<file path="config.mk">
export PLATFORM = sky130hd
export DESIGN_NAME = sseg_scan_decoder_flat
export DESIGN_NICKNAME = d
export VERILOG_FILES = /design/src/rtl/sseg_scan_decoder_if.sv /design/src/rtl/sseg_scan_decoder.sv /design/src/flat_wrapper.sv
export SDC_FILE = /design/constraint.sdc
export NUM_CORES = 1
export LEC_CHECK = 0
export CAP_MARGIN = 20
export CORE_UTILIZATION = 40
export CTS_CLUSTER_SIZE = 40
export DETAILED_ROUTE_END_ITERATION = 10
export PLACE_DENSITY_LB_ADDON = 0.2
export SYNTH_ARGS = -nofsm -noshare
export SYNTH_HDL_FRONTEND = slang
export SYNTH_SLANG_ARGS = --single-unit
</file>
<file path="constraint.sdc">
create_clock -name clk -period 2.4 [get_ports clk]
set_input_delay 0.36 -clock clk [delete_from_list [all_inputs] [get_ports clk]]
set_output_delay 0.36 -clock clk [all_outputs]
set_load 0.05 [all_outputs]
</file>
<file path="src/rtl/sseg_scan_decoder_if.sv">
// Seven-segment scan bus: the scanned anode/cathode lines plus the decoded view a monitor rebuilds from them.
interface sseg_scan_decoder_if #(
    parameter int NUM_DIGITS = 4
);
    logic [NUM_DIGITS-1:0]   an;
    logic [6:0]              sseg;
    logic [4*NUM_DIGITS-1:0] digits;
    logic [NUM_DIGITS-1:0]   digit_valid;
    logic                    frame_valid;
    logic                    pattern_err;
    logic                    anode_err;

    modport master (
        output an, sseg,
        input  digits, digit_valid, frame_valid, pattern_err, anode_err
    );

    modport slave (
        input  an, sseg,
        output digits, digit_valid, frame_valid, pattern_err, anode_err
    );
endinterface

</file>
<file path="src/rtl/sseg_scan_decoder.sv">
// Receiver for a multiplexed active-low seven-segment bus: qualifies each stable digit slot,
// decodes the glyph back to a hex nibble and rebuilds the displayed value.
module sseg_scan_decoder #(
    parameter int NUM_DIGITS    = 4,
    parameter int STABLE_CYCLES = 4
) (
    input logic              clk,
    input logic              reset,
    sseg_scan_decoder_if.slave bus
);
    localparam int SW = NUM_DIGITS + 7;
    localparam int IW = (NUM_DIGITS > 1) ? $clog2(NUM_DIGITS) : 1;
    localparam logic [7:0] CNT_MAX = 8'(STABLE_CYCLES);

    typedef enum logic {QUALIFY, HOLD} state_t;

    state_t                  state_q;
    logic [SW-1:0]           s_q;
    logic [7:0]              cnt_q;
    logic [4*NUM_DIGITS-1:0] digits_q;
    logic [NUM_DIGITS-1:0]   valid_q;
    logic [NUM_DIGITS-1:0]   seen_q;
    logic                    frame_q;
    logic                    perr_q;
    logic                    aerr_q;

    logic [SW-1:0]         sample;
    logic                  stable;
    logic                  capture;
    logic [NUM_DIGITS-1:0] an_low;
    logic                  any_low;
    logic                  multi_low;
    logic [IW-1:0]         idx;
    logic                  glyph_ok;
    logic                  blank;
    logic [3:0]            nib;
    logic [NUM_DIGITS-1:0] seen_d;

    assign sample    = {bus.an, bus.sseg};
    assign stable    = (sample == s_q);
    assign capture   = stable && (cnt_q == CNT_MAX - 8'd1);
    assign an_low    = ~bus.an;
    assign any_low   = |an_low;
    // Clearing the lowest set bit leaves something only when two or more anodes are driven.
    assign multi_low = |(an_low & (an_low - 1'b1));
    assign blank     = (bus.sseg == 7'h7F);
    assign seen_d    = seen_q | an_low;

    always_comb begin
        idx = '0;
        for (int i = 0; i < NUM_DIGITS; i++) begin
            if (an_low[i]) idx = IW'(i);
        end
    end

    always_comb begin
        glyph_ok = 1'b1;
        nib      = 4'h0;
        case (bus.sseg)
            7'h40: nib = 4'h0;
            7'h79: nib = 4'h1;
            7'h24: nib = 4'h2;
            7'h30: nib = 4'h3;
            7'h19: nib = 4'h4;
            7'h12: nib = 4'h5;
            7'h02: nib = 4'h6;
            7'h78: nib = 4'h7;
            7'h00: nib = 4'h8;
            7'h18: nib = 4'h9;
            7'h08: nib = 4'hA;
            7'h03: nib = 4'hB;
            7'h46: nib = 4'hC;
            7'h21: nib = 4'hD;
            7'h06: nib = 4'hE;
            7'h0E: nib = 4'hF;
            default: glyph_ok = 1'b0;
        endcase
    end

    always_ff @(posedge clk) begin
        if (reset) begin
            state_q  <= QUALIFY;
            s_q      <= '1;
            cnt_q    <= '0;
            digits_q <= '0;
            valid_q  <= '0;
            seen_q   <= '0;
            frame_q  <= 1'b0;
            perr_q   <= 1'b0;
            aerr_q   <= 1'b0;
        end else begin
            s_q     <= sample;
            frame_q <= 1'b0;
            perr_q  <= 1'b0;
            aerr_q  <= 1'b0;
            if (!stable)
                cnt_q <= '0;
            else if (cnt_q != CNT_MAX)
                cnt_q <= cnt_q + 8'd1;

            case (state_q)
                QUALIFY: begin
                    if (capture) begin
                        state_q <= HOLD;
                        if (multi_low) begin
                            aerr_q <= 1'b1;
                        end else if (any_low) begin
                            if (glyph_ok) begin
                                digits_q[4*idx +: 4] <= nib;
                                valid_q[idx]         <= 1'b1;
                            end else begin
                                valid_q[idx] <= 1'b0;
                                perr_q       <= !blank;
                            end
                            // A completed frame restarts the seen mask immediately.
                            if (&seen_d) begin
                                frame_q <= 1'b1;
                                seen_q  <= '0;
                            end else begin
                                seen_q  <= seen_d;
                            end
                        end
                    end
                end
                HOLD: begin
                    if (!stable) state_q <= QUALIFY;
                end
                default: state_q <= QUALIFY;
            endcase
        end
    end

    assign bus.digits      = digits_q;
    assign bus.digit_valid = valid_q;
    assign bus.frame_valid = frame_q;
    assign bus.pattern_err = perr_q;
    assign bus.anode_err   = aerr_q;
endmodule

</file>
<file path="src/flat_wrapper.sv">
// flat-port wrapper written by rule: the top's interface ports become plain ports
module sseg_scan_decoder_flat 
#(
    parameter int NUM_DIGITS    = 4,
    parameter int STABLE_CYCLES = 4
)
  (clk, reset, bus_an, bus_sseg, bus_digits, bus_digit_valid, bus_frame_valid, bus_pattern_err, bus_anode_err);
  sseg_scan_decoder_if #(.NUM_DIGITS(NUM_DIGITS)) bus_i ();
  input logic clk;
  input logic reset;
  input wire logic [$bits(bus_i.an)-1:0] bus_an;
  input wire logic [$bits(bus_i.sseg)-1:0] bus_sseg;
  output wire logic [$bits(bus_i.digits)-1:0] bus_digits;
  output wire logic [$bits(bus_i.digit_valid)-1:0] bus_digit_valid;
  output wire logic [$bits(bus_i.frame_valid)-1:0] bus_frame_valid;
  output wire logic [$bits(bus_i.pattern_err)-1:0] bus_pattern_err;
  output wire logic [$bits(bus_i.anode_err)-1:0] bus_anode_err;
  assign bus_i.an = bus_an;
  assign bus_i.sseg = bus_sseg;
  assign bus_digits = bus_i.digits;
  assign bus_digit_valid = bus_i.digit_valid;
  assign bus_frame_valid = bus_i.frame_valid;
  assign bus_pattern_err = bus_i.pattern_err;
  assign bus_anode_err = bus_i.anode_err;
  sseg_scan_decoder #(.NUM_DIGITS(NUM_DIGITS), .STABLE_CYCLES(STABLE_CYCLES)) u_core (.clk(clk), .reset(reset), .bus(bus_i));
endmodule
</file>
==> impl_metrics.csv <==
group,metric,value,unit
power,power.density,456,nW/µm²
final_layout,syn_to_final_growth,35.0,%
route,met3_length,286,µm
clocking,clock_sinks,47,
sta,slew_viol_final,0,
synth,yosys_area,2420,µm²
final_layout,final_cells,434,
synth,synth.most_common_cell,"dfxtp_1",
worst_setup_path,required,2600,ps
sta,whs,466,ps
worst_setup_path,startpoint,"bus_sseg[1]",
clocking,cts_setup_buffers,0,
synth,async_flop_share,0,%
worst_setup_path,worst-path-buf-inv,3,
sta,max_freq,0.443,GHz
placement,gp_congestion,0.838,
route,num_vias,2231,
synth,yosys_cells,286,
route,top_layer_used,"met4",
worst_setup_path,worstPathMaxFanout,6,
power,power_leader,"registers",
worst_setup_path,path_delay_family,"simple AND/OR/NAND/NOR gates",
clocking,cts.path.max_buffers,2,
sta,setup_tns,0,ps
sta,hold_violations,0,
hold_path,hp-class,"reg2reg",
synth,edf_count,0,
synth,synth_area,2420,µm²
synth,synth_warnings,0,
die,pin_count,36,
placement,post-place-ws,-335,ps
clocking,holdBufCountCts,0,
worst_setup_path,end_kind,"flip-flop",
synth,fp_nets,301,
worst_setup_path,critPathSlowestCell,"clkdlybuf4s50_1",
final_layout,nets,376,
power,p_clk_share,33.6,%
sta,maxSlewHeadroom,56.5,%
sta,period_used_share,94.0,%
worst_setup_path,path_cells,"clkdlybuf4s50_1 -> buf_4 -> and3b_1 -> or3_1 -> a21oi_1 -> and4_2 -> buf_4 -> nor2_4 -> o21a_1",
placement,dp_hpwl,4620,µm
synth,top_cells_by_count,"dfxtp_1, nand2_1, nor2_1",
synth,synth-main-ff-cell,"dfxtp_1",
worst_setup_path,r2r_start,"u_core.cnt_q[1]",
clocking,tritoncts,"done",
power,intPower,1.12,mW
global_route,grt_pass1_vias,2075,
flow_run,drv_cap,0,
worst_setup_path,cp.arrival,2460,ps
clocking,path_clk_slew,90,ps
clocking,clock_latency,300,ps
power,comb_cell_power,0.197,mW
placement,dpl.cell_count,426,
final_layout,largest_reg_flops,16,
global_route,grt_max_degree,21,
global_route,grt_pass1_wl,10200,µm
global_route,antenna_found_initial,0,
synth,avgSynthCellArea,8.47,µm²
route,wl_met2,2570,µm
synth,top_area_share,38.9,%
hold_path,hp-start,"u_core.bus.digits[10]",
global_route,grt_busiest_layer,"met2",
placement,dpl_cell_area,3150,µm²
route,wirelength,6160,µm
global_route,gr-usage-met1,29.9,%
power,pwr-share-seq,53.2,%
route,drt-initial-drc-count,141,
synth,ys_seq_share,38.9,%
power,ir_drop,0.327,mV
synth,area_leaders,"dfxtp_1, nand2_1, xor2_1",
power,power_switching_share,24.6,%
worst_setup_path,crit_path_frequent_cell,"buf_4",
worst_setup_path,worst-setup-path-type,"in2reg",
route,drt-pass1-iter-count,4,
final_layout,final_cell_mix,"buf_4, dfxtp_1, nand2_1, clkdlybuf4s50_1, nor2_1",
clocking,htree_levels,2,
final_layout,drive_above_1_share,23.8,%
power,p_sw,0.367,mW
route,via_per_inst,5.14,
worst_setup_path,cpPeakStageDelay,500,ps
sta,setup_ws,144,ps
clocking,cts-root-buf,"clkbuf_8",
sta,setup_viol,0,
sta,period_needed,2260,ps
power,cellLeakagePower,1.33,nW
power,power,1.49,mW
die,dieArea,6370,µm²
die,rows,27,
final_layout,stdcell_area,3270,µm²
power,p_comb_share,13.2,%
clocking,cts_buffers,5,
global_route,grtUsageTotal,21.1,%
flow_run,warning_count,27,
route,wl_met1,3210,µm
synth,ys_ff,47,
die,die_w,79.8,µm
synth,synthCells,286,
route,drcViolationCount,0,
route,wl_per_cell,14.2,µm
final_layout,fin_util,57.6,%
final_layout,antenna_cells,0,
synth,yosys.area.top_type,"dfxtp_1",
clocking,ctsResizeCount,1,
power,clk-power,0.500,mW
worst_setup_path,start_kind,"input pin",
sta,fin_worst_skew,10.5,ps
global_route,grtUsageMet3,5.26,%
status,status,"finished clean",
global_route,grtUsageMet2,30.9,%
sta,worst_pin_slew,652,ps
sta,rsz0062_at_grt,"no",
final_layout,lay_top_count,"buf_4",
die,initCoreUtil,42.7,%
route,route.antenna.remaining_nets,0,
die,die_h,79.8,µm
placement,io_buffer_count,35,
synth,ys_types,56,
power,seq_cell_power,0.793,mW
global_route,grt_overflow,0,
final_layout,n_fill_cell,536,
[worst paths after layout]
check | to | slack, ps | cells past startpoint
worst max-delay path | flip-flop | 140 | 9
worst min-delay path | u_core.bus.digits[10] | 470 | 2
worst max register to register | u_core.bus.digits[12] | 180 | 6
worst min register to register | u_core.bus.digits[10] | 470 | 2
[final cells by class]
class	instances	area, µm²	share of cell area [%]
inverters	9	33.8	1.03
flip-flops and latches	47	941	28.8
clock inverters	1	8.76	0.268
multi-input cells	211	1370	41.9
clock buffers	7	86.3	2.64
well taps	72	90.1	2.76
repair buffers	87	739	22.6
[kinds of logic after synthesis]
kind of cell	synth area share [%]
buffers and inverters	5.43
XOR/XNOR	6.87
multiplexers	4.55
AND-OR/OR-AND	12.1
adder cells (fa/ha/maj)	1.03
AND/OR/NAND/NOR	31.1
flip-flops	38.9
Fig. 1: placed standard cells
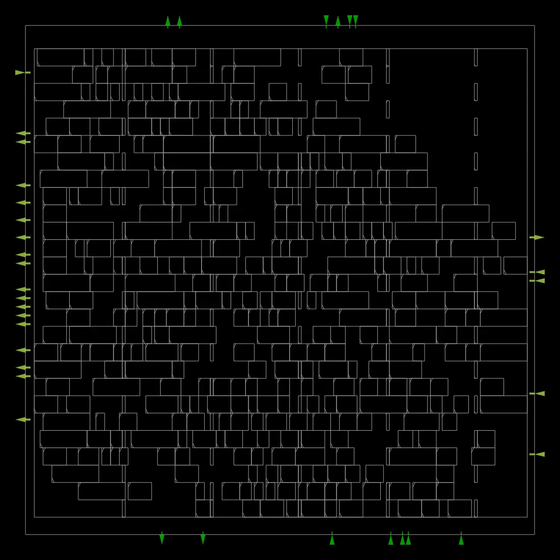
sequential portion of the cell area: 28.8%
Core Area: 5680 µm²
Well-Tap Cells: 72
sequential cells: 47

Fig. 2: routed clock nets over the placement
Scale bar: 20 µm.
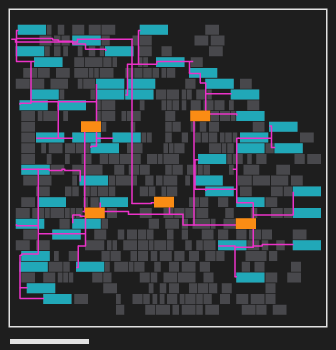
legend:
  orange:
    item: clock-net drivers
    count: 5
  magenta:
    item: clock wires
    length: 571 µm
  cyan:
    item: flip-flops
    count: 47
flops lie: widely spread
routed clock nets: 6

Fig. 3: drive-strength map
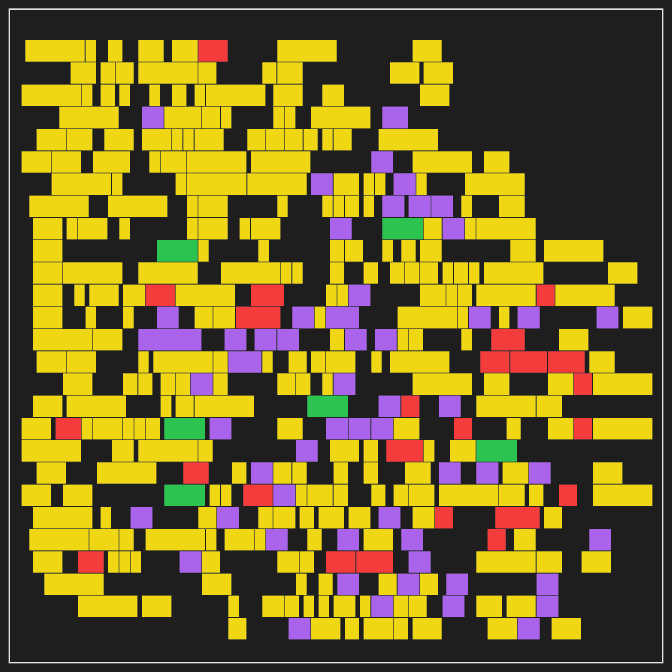
legend:
  green:
    size: x6 and larger
    cells: 6
    share: 1.7%
    most_used: clkbuf_8
  purple:
    size: x3 and x4
    cells: 56
    share: 15%
    most_used: buf_4
  yellow:
    size: x1 and smaller
    cells: 276
    share: 76%
    most_used: dfxtp_1
  red:
    size: x2
    cells: 24
    share: 6.6%
    most_used: or2_2

Fig. 4: signal metal coverage by tile
The die is cut into 16 by 16 equal tiles; dark blue is low, red is high, scaled to the fullest tile. Values are wire area over tile area, all layers added.
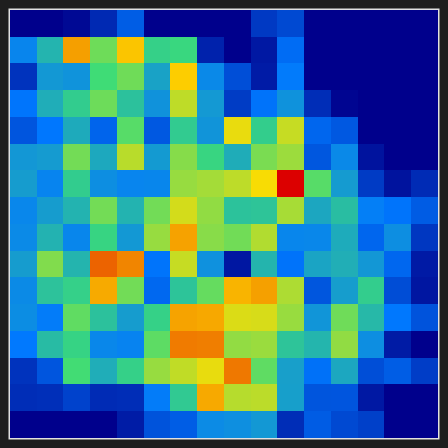
tiles over half the peak: 25%
mean over tiles: 0.15
fullest tile: 0.46

Fig. 5: sequential cells colored by netlist name
Scale bar: 20 µm. Other sequential cells in the stronger gray, the rest of the logic in the fainter gray.
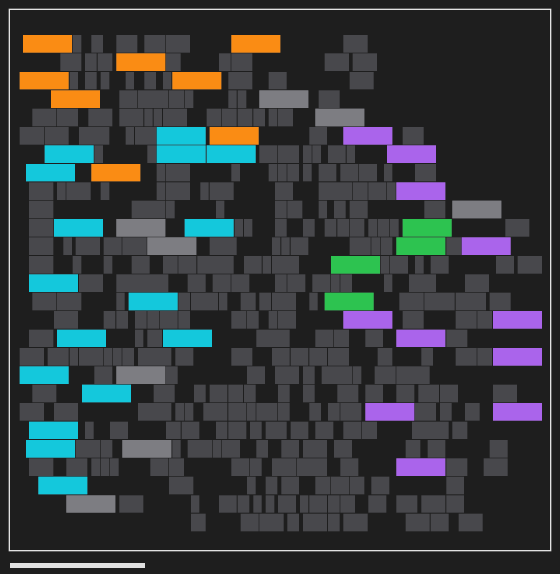
legend:
  purple:
    signal: `u_core.s_q`
    placed_flops: 11
  orange:
    signal: `u_core.cnt_q`
    placed_flops: 8
    where: upper left
  green:
    signal: `u_core.seen_q`
    placed_flops: 4
  cyan:
    signal: `u_core.bus.digits`
    placed_flops: 16

No activity file was given, so power comes from the tool's default toggle rates.
